**Sequential cells grouped by signal name**

Scale: 4 px per um. Other sequential cells in the stronger gray, the rest of the logic in the fainter gray.
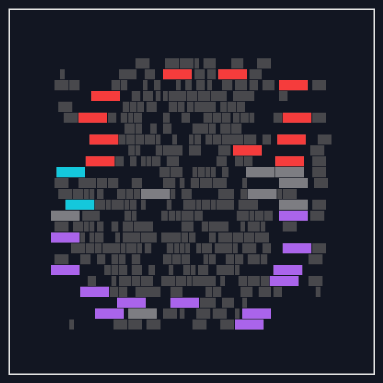
**Drive-strength map**

Scale: 4 px per um.
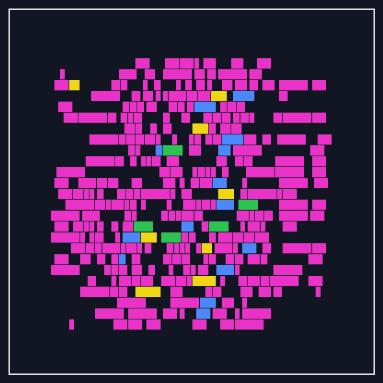
**Routed metal per tile**

Scale: 4 px per um. 18 x 18 tiles, from black (low) to pale yellow (high), scaled to the fullest tile. Values are wire area over tile area, all layers added.
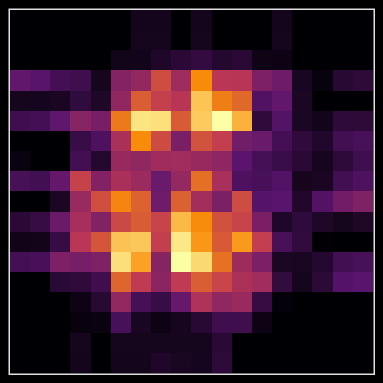
**Metal 3**

Scale: 4 px per um.
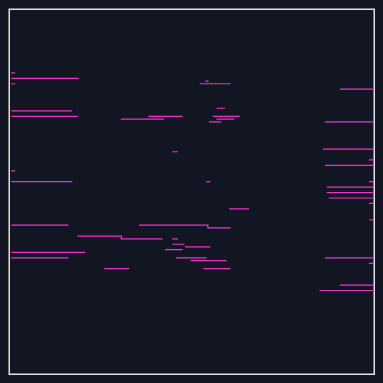
**The clock network**

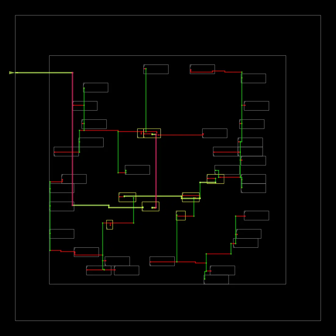
File: src/rtl/hdmi_pkg.sv
// Shared types and constants for the HDMI period scheduler: encoder periods,
// scheduler states and the registered per-pixel output bundle.
package hdmi_pkg;

  typedef enum logic [1:0] {
    CTRL     = 2'd0,
    PREAMBLE = 2'd1,
    GUARD    = 2'd2,
    VIDEO    = 2'd3
  } enc_mode_t;

  typedef enum logic [1:0] {
    IDLE  = 2'd0,
    RUN   = 2'd1,
    DRAIN = 2'd2
  } sched_state_t;

  localparam logic [3:0] CTL_VIDEO_PREAMBLE = 4'b0001;
  localparam int         PREAMBLE_LEN       = 8;
  localparam int         GUARD_LEN          = 2;

  localparam int HCOUNT_W = 12;
  localparam int VCOUNT_W = 11;

  typedef struct packed {
    logic      hsync;
    logic      vsync;
    logic      de;
    enc_mode_t mode;
    logic [3:0] ctl;
    logic      frame_start;
    logic      running;
  } pix_out_t;

  // Output bundle shown while idle or in reset: syncs at their inactive level.
  function automatic pix_out_t idle_outputs(input bit hs_pol, input bit vs_pol);
    pix_out_t o;
    o.hsync       = ~hs_pol;
    o.vsync       = ~vs_pol;
    o.de          = 1'b0;
    o.mode        = CTRL;
    o.ctl         = 4'b0000;
    o.frame_start = 1'b0;
    o.running     = 1'b0;
    return o;
  endfunction

endpackage

File: src/rtl/hdmi_raster_counter.sv
// Pixel/line raster counter with hold and clear. Exposes the next-cycle
// position so the owner can register decode outputs aligned with the counters.
module hdmi_raster_counter
  import hdmi_pkg::*;
#(
  parameter int H_TOTAL = 800,
  parameter int V_TOTAL = 525
) (
  input  logic                pixclk,
  input  logic                reset,
  input  logic                clear,
  input  logic                hold,
  output logic [HCOUNT_W-1:0] hcount,
  output logic [VCOUNT_W-1:0] vcount,
  output logic [HCOUNT_W-1:0] next_hcount,
  output logic [VCOUNT_W-1:0] next_vcount,
  output logic                frame_end
);

  localparam logic [HCOUNT_W-1:0] H_LAST = HCOUNT_W'(H_TOTAL - 1);
  localparam logic [VCOUNT_W-1:0] V_LAST = VCOUNT_W'(V_TOTAL - 1);
  localparam logic [HCOUNT_W-1:0] H_ONE  = HCOUNT_W'(1);
  localparam logic [VCOUNT_W-1:0] V_ONE  = VCOUNT_W'(1);

  logic line_end;

  assign line_end  = (hcount == H_LAST);
  assign frame_end = line_end && (vcount == V_LAST);

  // NOTE: every output gets a default before any branch, so no path leaves a
  // value unassigned and no latch is inferred.
  always_comb begin
    next_hcount = hcount;
    next_vcount = vcount;
    if (clear) begin
      next_hcount = '0;
      next_vcount = '0;
    end else if (!hold) begin
      if (line_end) begin
        next_hcount = '0;
        next_vcount = (vcount == V_LAST) ? '0 : vcount + V_ONE;
      end else begin
        next_hcount = hcount + H_ONE;
      end
    end
  end

  // NOTE: non-blocking assignments so every flop samples pre-edge values and
  // the result does not depend on block evaluation order.
  always_ff @(posedge pixclk) begin
    if (!reset) begin
      hcount <= '0;
      vcount <= '0;
    end else begin
      hcount <= next_hcount;
      vcount <= next_vcount;
    end
  end

endmodule

File: src/rtl/hdmi_period_scheduler.sv
// HDMI TMDS period scheduler: raster timing, sync generation and per-pixel
// encoder period selection with clean start and frame-completing stop.
module hdmi_period_scheduler
  import hdmi_pkg::*;
#(
  parameter int H_ACTIVE = 640,
  parameter int H_FP     = 16,
  parameter int H_SYNC   = 96,
  parameter int H_BP     = 48,
  parameter int V_ACTIVE = 480,
  parameter int V_FP     = 10,
  parameter int V_SYNC   = 2,
  parameter int V_BP     = 33,
  parameter bit HS_POL   = 1'b0,
  parameter bit VS_POL   = 1'b0
) (
  input  logic                pixclk,
  input  logic                reset,
  input  logic                en,
  output logic [HCOUNT_W-1:0] hcount,
  output logic [VCOUNT_W-1:0] vcount,
  output logic                hsync,
  output logic                vsync,
  output logic                de,
  output logic [1:0]          enc_mode,
  output logic [3:0]          ctl,
  output logic                frame_start,
  output logic                running
);

  localparam int H_TOTAL = H_ACTIVE + H_FP + H_SYNC + H_BP;
  localparam int V_TOTAL = V_ACTIVE + V_FP + V_SYNC + V_BP;

  if (H_FP + H_SYNC + H_BP < PREAMBLE_LEN + GUARD_LEN + 2) begin : g_blank_too_short
    $error("horizontal blanking too short for preamble and guard band");
  end
  if (H_TOTAL > 2 ** HCOUNT_W || V_TOTAL > 2 ** VCOUNT_W) begin : g_raster_too_large
    $error("raster does not fit the counter widths");
  end

  localparam logic [HCOUNT_W-1:0] H_ACT       = HCOUNT_W'(H_ACTIVE);
  localparam logic [HCOUNT_W-1:0] HS_START    = HCOUNT_W'(H_ACTIVE + H_FP);
  localparam logic [HCOUNT_W-1:0] HS_END      = HCOUNT_W'(H_ACTIVE + H_FP + H_SYNC);
  localparam logic [HCOUNT_W-1:0] PRE_START   = HCOUNT_W'(H_TOTAL - PREAMBLE_LEN - GUARD_LEN);
  localparam logic [HCOUNT_W-1:0] GUARD_START = HCOUNT_W'(H_TOTAL - GUARD_LEN);
  localparam logic [VCOUNT_W-1:0] V_ACT       = VCOUNT_W'(V_ACTIVE);
  localparam logic [VCOUNT_W-1:0] VS_START    = VCOUNT_W'(V_ACTIVE + V_FP);
  localparam logic [VCOUNT_W-1:0] VS_END      = VCOUNT_W'(V_ACTIVE + V_FP + V_SYNC);
  localparam logic [VCOUNT_W-1:0] V_LAST      = VCOUNT_W'(V_TOTAL - 1);
  localparam logic [VCOUNT_W-1:0] V_ONE       = VCOUNT_W'(1);

  localparam pix_out_t IDLE_OUT = idle_outputs(HS_POL, VS_POL);

  sched_state_t          state;
  pix_out_t              out_q;
  pix_out_t              act;
  logic [HCOUNT_W-1:0]   next_h;
  logic [VCOUNT_W-1:0]   next_v;
  logic                  frame_end;
  logic                  stop_now;
  logic                  next_line_active;
  logic                  island_ok;

  // Counters stay at 0 in IDLE; a stop at the frame's last pixel clears them.
  assign stop_now = (state != IDLE) && frame_end && !en;

  hdmi_raster_counter #(
    .H_TOTAL (H_TOTAL),
    .V_TOTAL (V_TOTAL)
  ) u_raster (
    .pixclk      (pixclk),
    .reset       (reset),
    .clear       (stop_now),
    .hold        (state == IDLE),
    .hcount      (hcount),
    .vcount      (vcount),
    .next_hcount (next_h),
    .next_vcount (next_v),
    .frame_end   (frame_end)
  );

  // Decode for the position the counters will show next cycle. The last line
  // of a draining frame drops preamble/guard since no line 0 follows it.
  always_comb begin
    act              = IDLE_OUT;
    next_line_active = (next_v == V_LAST) || ((next_v + V_ONE) < V_ACT);
    island_ok        = next_line_active && !(!en && (next_v == V_LAST));

    act.running      = 1'b1;
    act.de           = (next_h < H_ACT) && (next_v < V_ACT);
    act.hsync        = (next_h >= HS_START && next_h < HS_END) ? HS_POL : ~HS_POL;
    act.vsync        = (next_v >= VS_START && next_v < VS_END) ? VS_POL : ~VS_POL;
    act.frame_start  = (next_h == '0) && (next_v == '0);

    if (act.de)                                act.mode = VIDEO;
    else if (island_ok && next_h >= GUARD_START) act.mode = GUARD;
    else if (island_ok && next_h >= PRE_START)   act.mode = PREAMBLE;
    else                                       act.mode = CTRL;

    act.ctl = (act.mode == PREAMBLE) ? CTL_VIDEO_PREAMBLE : 4'b0000;
  end

  always_ff @(posedge pixclk) begin
    if (!reset) begin
      state <= IDLE;
      out_q <= IDLE_OUT;
    end else begin
      case (state)
        IDLE: begin
          if (en) begin
            state <= RUN;
            out_q <= act;
          end else begin
            out_q <= IDLE_OUT;
          end
        end
        RUN, DRAIN: begin
          if (stop_now) begin
            state <= IDLE;
            out_q <= IDLE_OUT;
          end else begin
            state <= en ? RUN : DRAIN;
            out_q <= act;
          end
        end
        default: begin
          state <= IDLE;
          out_q <= IDLE_OUT;
        end
      endcase
    end
  end

  assign hsync       = out_q.hsync;
  assign vsync       = out_q.vsync;
  assign de          = out_q.de;
  assign enc_mode    = out_q.mode;
  assign ctl         = out_q.ctl;
  assign frame_start = out_q.frame_start;
  assign running     = out_q.running;

endmodule

File: config.mk
export PLATFORM = sky130hd
export DESIGN_NAME = hdmi_period_scheduler
export DESIGN_NICKNAME = d
export VERILOG_FILES = /design/src/rtl/hdmi_pkg.sv /design/src/rtl/hdmi_raster_counter.sv /design/src/rtl/hdmi_period_scheduler.sv
export SDC_FILE = /design/constraint.sdc
export NUM_CORES = 1
export LEC_CHECK = 0
export CAP_MARGIN = 20
export CORE_MARGIN = 10
export CORE_UTILIZATION = 46
export CTS_CLUSTER_DIAMETER = 30
export CTS_CLUSTER_SIZE = 20
export DETAILED_ROUTE_END_ITERATION = 10
export GPL_ROUTABILITY_DRIVEN = 1
export PLACE_DENSITY = 0.7
export SYNTH_ARGS = -nofsm -noshare
export SYNTH_HDL_FRONTEND = slang
export SYNTH_SLANG_ARGS = --single-unit
File: constraint.sdc
create_clock -name pixclk -period 4.08 [get_ports pixclk]
set_input_delay 0.408 -clock pixclk [delete_from_list [all_inputs] [get_ports pixclk]]
set_output_delay 0.408 -clock pixclk [all_outputs]
set_load 0.01 [all_outputs]
==> metrics.cfg <==
[clock_tree]
cts_max_level = 2
cts_tree = yes
cts_resized = 0
cts_hold_buf = 0
post_cts_buffers = 0
insertion_delay_of_the_later_clocked_pin_in_the_worst_skew_pair_ns = 0.29
cts_root_buffer = sky130_fd_sc_hd__clkbuf_8

[detailed_routing]
firstDrtPassIters = 4
met2RoutedLength_mm = 2.18
drtIter0Drc = 156
drc = 0

[timing]
slew-limit-headroom_pct = 60.2
final_max_slew_viol_count = 0
tightest_slew_ns = 0.590
setup_tns_ns = 0
whs_ns = 0.562
final_min_period_over_clock_period_pct = 75.9
clock.fmax_ghz = 0.323
total_count_of_hold_check_failures_in_the_final_report = 0

[run]
max_cap_viol_count = 0
warnings = 28

[die]
die_height_um = 90.9
fp.dieArea_um2 = 8260
standard_cell_core_area_um2 = 4790
initCoreUtil_pct = 48.3
boundaryPins = 37
rows = 25

[placement]
dp_hpwl_mm = 3.98
port_buffers = 33
dp_worst_setup_slack_ns = 1.01

[yosys]
synth_xor_xnor_area_share_pct = 6.83
top_cells_by_area = sky130_fd_sc_hd__dfxtp_1 (29%), sky130_fd_sc_hd__nor2_1 (4.2%), sky130_fd_sc_hd__xnor2_1 (4.2%), sky130_fd_sc_hd__and2_1 (3.8%), sky130_fd_sc_hd__nand2_1 (3.6%)
ys_seq_elements = 33
ys.flop_type = sky130_fd_sc_hd__dfxtp_1
post_synth_tally_of_flip_flops_with_integrated_enable = 0
yosys.area_share.simple_pct = 37.2
synth_compound_gate_area_share_pct = 16.5

[finish]
utilization_pct = 56.2
area_dominant_class = combinational gates
post_layout_instance_count_excluding_filler_cells = 378
combGateArea_um2 = 1490
non_clock_inverter_count = 8
num-fill-cells = 450
seq_area_share_pct = 24.5
commonest_cells_after_routing_fill_and_taps_aside = sky130_fd_sc_hd__dfxtp_1 (33), sky130_fd_sc_hd__clkdlybuf4s50_1 (33), sky130_fd_sc_hd__nor2_1 (26)
final_area_um2 = 2690
area_share_nonclk_buffers_pct = 12.6
count_of_antenna_diodes_in_the_layout = 0
total_number_of_multi_input_combinational_cells = 228
non_clock_buffers = 34

[global_routing]
grt_max_degree = 25
grt_util_met3_pct = 4.82
met2_grt_util_pct = 17.1
grt-ovfl-total = 0

[worst_setup_path]
cp-start-kind = flip-flop
cp.depth = 10
critical-path-top-delay-family = simple AND/OR/NAND/NOR gates
arrival_ns = 3.30
timing.rr.end = enc_mode[1]
crit_chain = inv_1 > ha_1 > and2b_1 > nand4_2 > or4_4 > o221ai_2 > and2b_1 > and3_1 > nor3_2 > o31ai_2
path_buffers = 1
timing.setup.critical_path_class = reg -> reg
endpoint = enc_mode[1]

[power_and_ir_drop]
intPower_uw = 492

[outcome]
outcome = finished, final reports clean

Back to the opening pictures, 'sequential cells grouped by signal name':
cyan -> `state`  # placed flops 2
purple -> `u_raster.hcount`  # placed flops 12
red -> `u_raster.vcount`  # placed flops 11

Back to the opening pictures, 'drive-strength map':
magenta -> x1 and smaller  # cells 284, share 91%
blue -> x2  # cells 14, share 4.5%
yellow -> x3 and x4  # cells 8, share 2.6%, most used or4_4
green -> x6 and larger  # cells 5, share 1.6%, most used clkbuf_8

Back to the opening pictures, 'routed metal per tile':
tiles over half the peak = 16%
densest ninth of the die = center
mean over tiles = 0.10
fullest tile = 0.47
nearly empty tiles = 28%

Back to the opening pictures, 'metal 3':
longest straight run = 18.2 um
main direction = horizontal

Back to the opening pictures, 'the clock network':
largest clock skew in the final design: 0.00648 ns
total clock buffers created by CTS: 5
clock sink count: 33
number of clock buffers in the layout: 5
clock network power consumption: 244 uW

Power is estimated from default activity; no workload was simulated.
